**config.mk**
```make
export PLATFORM = sky130hd
export DESIGN_NAME = uart_rx_fifo
export DESIGN_NICKNAME = d
export VERILOG_FILES = /design/src/rtl/uart_pkg.sv /design/src/rtl/sync_fifo.sv /design/src/rtl/uart_rx_fifo.sv
export SDC_FILE = /design/constraint.sdc
export NUM_CORES = 1
export LEC_CHECK = 0
export CAP_MARGIN = 20
export CORE_ASPECT_RATIO = 0.8
export CORE_MARGIN = 2
export CORE_UTILIZATION = 60
export CTS_BUF_LIST = sky130_fd_sc_hd__clkbuf_2
export DETAILED_ROUTE_END_ITERATION = 7
export PLACE_DENSITY_LB_ADDON = 0.3
export REMOVE_ABC_BUFFERS = 1
export SLEW_MARGIN = 20
export SYNTH_ARGS = -nofsm -noshare
export SYNTH_HDL_FRONTEND = slang
export SYNTH_SLANG_ARGS = --single-unit
```
**constraint.sdc**
```tcl
create_clock -name clk -period 6.1 [get_ports clk]
set_clock_uncertainty 0.1 [all_clocks]
set_input_delay 1.22 -clock clk [delete_from_list [all_inputs] [get_ports clk]]
set_output_delay 1.22 -clock clk [all_outputs]
set_load 0.05 [all_outputs]
```
**src/rtl/uart_pkg.sv**
```systemverilog
// Shared UART definitions.
//   - timer_state_t : idle-timeout FSM states for the receive buffer
//   - UART_DATA_W   : width of one UART character
//   - UART_RX_FIFO_DEPTH_DEFAULT : default receive buffer depth
package uart_pkg;

  localparam int unsigned UART_DATA_W                = 8;
  localparam int unsigned UART_RX_FIFO_DEPTH_DEFAULT = 16;

  typedef enum logic [1:0] {
    T_IDLE,
    T_ARMED,
    T_FIRED
  } timer_state_t;

endpackage

```
**src/rtl/sync_fifo.sv**
```systemverilog
// Synchronous show-ahead FIFO. The head entry is presented on rdata_o whenever
// the FIFO is non-empty (driven to zero when empty).
// Ports:
//   clk, reset : clock, synchronous active-high reset
//   push_i     : write wdata_i (accepted if not full, or if a pop happens too)
//   pop_i      : advance the head (ignored when empty)
//   wdata_i    : write data
//   rdata_o    : head entry
//   full_o     : count_o == DEPTH
//   empty_o    : count_o == 0
//   count_o    : occupancy 0..DEPTH
module sync_fifo #(
  parameter int unsigned WIDTH = 8,
  parameter int unsigned DEPTH = 16
) (
  input  logic                     clk,
  input  logic                     reset,
  input  logic                     push_i,
  input  logic                     pop_i,
  input  logic [WIDTH-1:0]         wdata_i,
  output logic [WIDTH-1:0]         rdata_o,
  output logic                     full_o,
  output logic                     empty_o,
  output logic [$clog2(DEPTH):0]   count_o
);

  localparam int unsigned AW = $clog2(DEPTH);
  localparam int unsigned CW = AW + 1;

  logic [WIDTH-1:0] mem_q [DEPTH];
  logic [AW-1:0]    wr_ptr_q, rd_ptr_q;
  logic [CW-1:0]    count_q, count_d;
  logic             push_en, pop_en;

  assign empty_o = (count_q == '0);
  assign full_o  = (count_q == CW'(DEPTH));
  assign count_o = count_q;
  assign rdata_o = empty_o ? '0 : mem_q[rd_ptr_q];

  assign pop_en  = pop_i & ~empty_o;
  // When full, the slot being popped is the one the write lands in.
  assign push_en = push_i & (~full_o | pop_en);

  always_comb begin
    count_d = count_q;
    if (push_en && !pop_en) begin
      count_d = count_q + CW'(1);
    end else if (pop_en && !push_en) begin
      count_d = count_q - CW'(1);
    end
  end

  always_ff @(posedge clk) begin
    if (reset) begin
      wr_ptr_q <= '0;
      rd_ptr_q <= '0;
      count_q  <= '0;
    end else begin
      if (push_en) wr_ptr_q <= wr_ptr_q + AW'(1);
      if (pop_en)  rd_ptr_q <= rd_ptr_q + AW'(1);
      count_q <= count_d;
    end
  end

  // Storage needs no reset; rdata_o is masked while empty.
  always_ff @(posedge clk) begin
    if (push_en) mem_q[wr_ptr_q] <= wdata_i;
  end

endmodule

```
**src/rtl/uart_rx_fifo.sv**
```systemverilog
// Receive-side buffer behind the UART receiver. Captures one byte per rising
// edge of rx_data_ready_i, buffers it in a show-ahead FIFO and offers it on a
// valid/ready interface. Flags dropped bytes (sticky) and pulses timeout_o
// when buffered bytes sit unread for TIMEOUT_TICKS ticks with no new byte.
// Ports:
//   clk, reset         : clock, synchronous active-high reset
//   tick_i             : baud tick, used only by the idle timer
//   rx_data_i          : received byte
//   rx_data_ready_i    : byte-complete level from the receiver
//   m_data_o/m_valid_o : head byte / non-empty
//   m_ready_i          : consumer accepts head byte
//   count_o, full_o    : occupancy, count_o == DEPTH
//   overflow_o         : sticky drop flag, cleared by clear_overflow_i
//   timeout_o          : one-cycle idle-timeout pulse
module uart_rx_fifo
  import uart_pkg::*;
#(
  parameter int unsigned DEPTH         = UART_RX_FIFO_DEPTH_DEFAULT,
  parameter int unsigned TIMEOUT_TICKS = 64
) (
  input  logic                     clk,
  input  logic                     reset,
  input  logic                     tick_i,
  input  logic [UART_DATA_W-1:0]   rx_data_i,
  input  logic                     rx_data_ready_i,
  output logic [UART_DATA_W-1:0]   m_data_o,
  output logic                     m_valid_o,
  input  logic                     m_ready_i,
  output logic [$clog2(DEPTH):0]   count_o,
  output logic                     full_o,
  output logic                     overflow_o,
  input  logic                     clear_overflow_i,
  output logic                     timeout_o
);

  localparam int unsigned CW = $clog2(DEPTH) + 1;
  localparam int unsigned TW = $clog2(TIMEOUT_TICKS) + 1;

  logic         prev_ready_q;
  logic         overflow_q, overflow_d;
  logic         timeout_q, timeout_d;
  logic [TW-1:0] tmr_cnt_q, tmr_cnt_d;
  timer_state_t tmr_state_q, tmr_state_d;

  logic push_req, push_acc, pop, empty, emptying;

  assign push_req = rx_data_ready_i & ~prev_ready_q;
  assign pop      = m_valid_o & m_ready_i;
  assign push_acc = push_req & (~full_o | pop);
  // Last byte leaves this cycle with nothing replacing it.
  assign emptying = pop & ~push_acc & (count_o == CW'(1));

  assign m_valid_o  = ~empty;
  assign overflow_o = overflow_q;
  assign timeout_o  = timeout_q;

  sync_fifo #(
    .WIDTH (UART_DATA_W),
    .DEPTH (DEPTH)
  ) u_fifo (
    .clk     (clk),
    .reset   (reset),
    .push_i  (push_acc),
    .pop_i   (pop),
    .wdata_i (rx_data_i),
    .rdata_o (m_data_o),
    .full_o  (full_o),
    .empty_o (empty),
    .count_o (count_o)
  );

  always_comb begin
    overflow_d = overflow_q;
    if (push_req && full_o && !pop) begin
      overflow_d = 1'b1;
    end else if (clear_overflow_i) begin
      overflow_d = 1'b0;
    end
  end

  always_comb begin
    tmr_state_d = tmr_state_q;
    tmr_cnt_d   = tmr_cnt_q;
    timeout_d   = 1'b0;
    unique case (tmr_state_q)
      T_IDLE: begin
        tmr_cnt_d = '0;
        if (push_acc) tmr_state_d = T_ARMED;
      end
      T_ARMED: begin
        if (push_acc) begin
          tmr_cnt_d = '0;
        end else if (emptying) begin
          tmr_state_d = T_IDLE;
          tmr_cnt_d   = '0;
        end else if (tick_i) begin
          if (tmr_cnt_q == TW'(TIMEOUT_TICKS - 1)) begin
            tmr_state_d = T_FIRED;
            timeout_d   = 1'b1;
          end else begin
            tmr_cnt_d = tmr_cnt_q + TW'(1);
          end
        end
      end
      T_FIRED: begin
        if (push_acc) begin
          tmr_state_d = T_ARMED;
          tmr_cnt_d   = '0;
        end else if (emptying) begin
          tmr_state_d = T_IDLE;
          tmr_cnt_d   = '0;
        end
      end
      default: begin
        tmr_state_d = T_IDLE;
        tmr_cnt_d   = '0;
      end
    endcase
  end

  always_ff @(posedge clk) begin
    if (reset) begin
      // Held high so a level already asserted at reset release is not captured.
      prev_ready_q <= 1'b1;
      overflow_q   <= 1'b0;
      timeout_q    <= 1'b0;
      tmr_cnt_q    <= '0;
      tmr_state_q  <= T_IDLE;
    end else begin
      prev_ready_q <= rx_data_ready_i;
      overflow_q   <= overflow_d;
      timeout_q    <= timeout_d;
      tmr_cnt_q    <= tmr_cnt_d;
      tmr_state_q  <= tmr_state_d;
    end
  end

endmodule

```
run_1/clocks.png
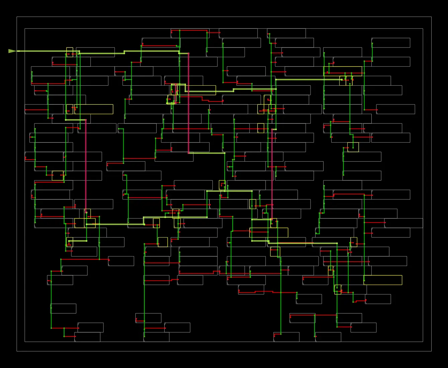
Clock group: 671 µW
clock buffers: 17
sequential cell count: 157
CTS sink count: 157
Late-Pin Clk Latency: 0.71 ns

run_1/logic_types.png
Drawn at 4 px/µm.
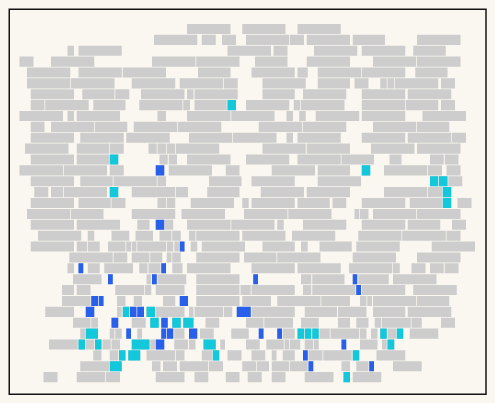
colour	family	cells
blue	nor cells	30
cyan	aoi and oai cells	30
Finished Layout Cells: 557
logic share of the area: 25.8%
most used logic cell in the final layout: edfxtp_1

run_1/flops_by_reg.png
Drawn at 3 px/µm. Other sequential cells in the stronger grey, the rest of the logic in the fainter grey.
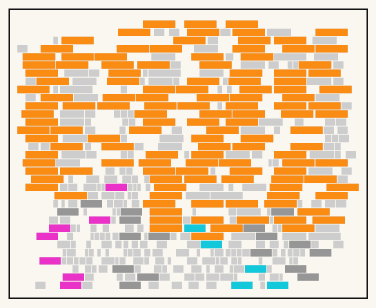
colour	signal	placed flops
orange	`u_fifo.mem_q`	128
cyan	`u_fifo.count_o`	5
magenta	`tmr_cnt_q`	7
not coloured	17
flop share of the area: 62.6%
Util after Layout: 69.0%
register area: 4430 µm²
sequential power: 1.25 mW

==> reports/summary.txt, run 1 <==
Pwr top - registers
crit path max fanout - 18
worst reg-to-reg path cell count - 7
yosys stat cell total - 367
Core Util at FP - 61.8%
DR iter-0 viols - 281
P_comb - 894 µW
final setup vio count - 0
status - finished, final reports clean
Die X - 119 µm
fraction of registers with async set/reset - 0%
PwrDens - 399 nW/µm²
Resized Gates After CTS - 0
final net count - 429
fillcell total - 697
antenna violations before repair - 0
Hold WC Path Type - flip-flop to flip-flop
count of cell types in the netlist - 42
xor/xnor share - 1.25%
Die H - 95.9 µm
Yosys top cell by instances - edfxtp_1
clock-cell share of area - 4.29%
final WL - 11.8 mm
root buf cell - clkbuf_2
WP buf/inv - 2
routability cong. - 0.884
CP Data Required Time - 4.78 ns
hold slack - 0.408 ns
met1 Track Usage GR - 32.9%
yosys stat chip area - 6330 µm²
FF-to-FF setup slack - 2.69 ns
Post-DRT Antenna Nets - 0
internal cell power - 1.86 mW
Max VDD drop - 271 µV
Post-synth EDFFs - 128
Gate power share - 31.7%
Top class by area - registers
clock share of power - 23.8%
## run 1: sequential cells by signal (all words and copies together) (netlist names), named ones only
| signal | cells |
|---|---|
| tmr_state_q | 2 |
| prev_ready_q | 1 |
| overflow_o | 1 |
| timeout_o | 1 |
| tmr_cnt_q | 7 |
| u_fifo.count_o | 5 |
| u_fifo.wr_ptr_q | 4 |
| u_fifo.rd_ptr_q | 4 |
| u_fifo.mem_q | 128 |
## run 1: stage by stage
step / std cells / area, µm² / total power [mW]
global route: 557 / 7060 / 2.95
finish: 557 / 7060 / 2.82
global placement: 525 / 6760 / 2.15
CTS: 557 / 7060 / 2.84
detailed placement: 525 / 6760 / 2.17
floorplan: 353 / 6270 / 1.90
## Run 2: what changed since run 1
clock period = 4.9 ns   (was 6.1 ns; I/O delays follow)
run_2/io_fan.png
Drawn at 3 px/µm.
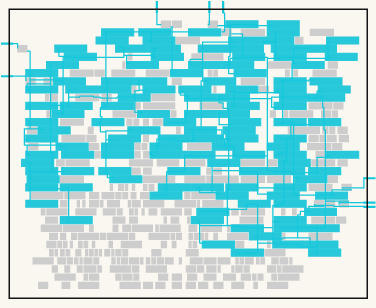
colour	port	direction	edge	end cells	wire
cyan	`rx_data_i`	input	3 top, 3 right, 2 left	128	1430 µm
Port Buf Inserts: 30
Ports: 31

run_2/cell_density.png
Drawn at 2 px/µm. 12 x 10 tiles, from dark purple (low) to yellow (high), 0 to 100% covered.
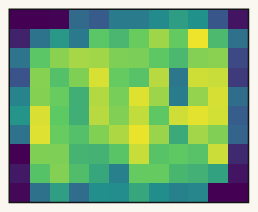
densest ninth of the die	middle
tiles over 75% full	40%
nearly empty tiles	5.0%
mean over tiles	61%
emptiest ninth of the die	top left

==> run 2 against run 1 <==
Effect of this change: area after synthesis unchanged; flip-flop count unchanged; setup slack worse by 0.74 ns; critical path type unchanged.
==> reports/summary.txt, run 2 <==
status - finished, final reports clean
RSZ-0062 raised after global routing - false
fraction of registers with async set/reset - 0%
placed cell count - 526
Largest Register - u_fifo.mem_q
H-tree depth - 4
Synth Instances - 367
hold endpoint - overflow_o
worst reg-to-reg path cell count - 7
inverter count - 7
mux frac, synth - 14.2%
FF-to-FF setup slack - 1.62 ns
Finished Layout Cells - 558
routability cong. - 0.806
Design Area, Final - 7110 µm²
Mean Syn Cell Area - 17.2 µm²
switching pwr - 1.18 mW
hold slack - 0.395 ns
met1 wire length - 5.16 mm
Die X - 119 µm
clock-cell share of area - 4.61%
logic share of the area - 25.6%
first-pass GRT wire length - 18.3 mm
Late-Pin Clk Latency - 0.71 ns
Core Util at FP - 61.8%
Synth Seq Share - 69.9%
Final Cycle Share - 88.4%
TritonCTS clock tree - done
yosys stat cell total - 367
Post-synth EDFFs - 128
dpl cell area - 6780 µm²
count of cell types in the netlist - 42
multi-input gates - 189
fillcell total - 707
crit path max fanout - 8
Max VDD drop - 260 µV
WP buf/inv - 2
antenna violations before repair - 0
clock buffers - 17
Die H - 95.9 µm
sequential cell count - 157
final net count - 430
max reg flops - 128
register area - 4430 µm²
CP arrival - 3.25 ns
relative slew slack - 43.7%
Post-Place Worst Slack - 1.15 ns
tap cells - 140
Hold WC Path Type - flip-flop to flip-flop
via count - 3405
Yosys reg bits - 157
min setup slack post-route - 0.566 ns
cell depth of the worst setup path - 6
Clock Path Buffers - 2
clock share of power - 24.7%
CTS sink count - 157
most used logic cell in the final layout - edfxtp_1
Residual DRC - 0
core area - 10200 µm²
Hold Crit Depth - 2
drt pass-1 iters - 5
vias in the first global route - 3289
yosys stat chip area - 6330 µm²
xor/xnor share - 1.25%
final setup vio count - 0
internal cell power - 2.38 mW
Post-DRT Antenna Nets - 0
DR iter-0 viols - 306
Util after Layout - 69.4%
hpwl dp - 7.67 mm
overall power - 3.56 mW
critical-path cell list - inv_1 -> ha_1 -> nand3b_1 -> nand2b_1 -> o22ai_1 -> clkdlybuf4s50_1
Gate power share - 31.6%
Top class by area - registers
flop share of the area - 62.2%
CP Data Required Time - 3.82 ns
root buf cell - clkbuf_2
Worst-Margin Slew - 0.843 ns
Top area cell types - edfxtp_1 61%, mux4_2 11%, dfxtp_1 9.2%, mux2i_1 2.8%, ha_1 2.2%
post-CTS setup buffer count - 0
final WL - 11.8 mm
Resized Gates After CTS - 0
Setup Crit Path Kind - flip-flop to primary output
Yosys top cell by instances - edfxtp_1
PwrDens - 501 nW/µm²
==> run 2: power by group through the flow <==
stage	registers, mW	logic [mW]	clock network [mW]
CTS	1.56	1.13	0.894
global placement	1.58	1.11	0
global route	1.57	1.20	0.947
finish	1.55	1.13	0.880
detailed placement	1.58	1.13	0
floorplan	1.68	0.688	0
==> run 2: routing by layer <==
layer	vias to the layer above	track usage [%]
met2	130	33.6
met1	1711	32.3
li1	1545	-
met4	0	8.33
met5	-	0
met3	19	5.63
==> run 2: worst register-to-register path, stage by stage (launching register included) <==
cell      delay (ns)
dfxtp_1         0.52
inv_1           0.11
ha_1            0.24
and4bb_2        0.26
a21oi_2         0.65
nor2b_1         0.36
nor2b_1         0.26
and2_1          0.46
Power figures rest on the tool's default switching activity, not on a simulated workload.
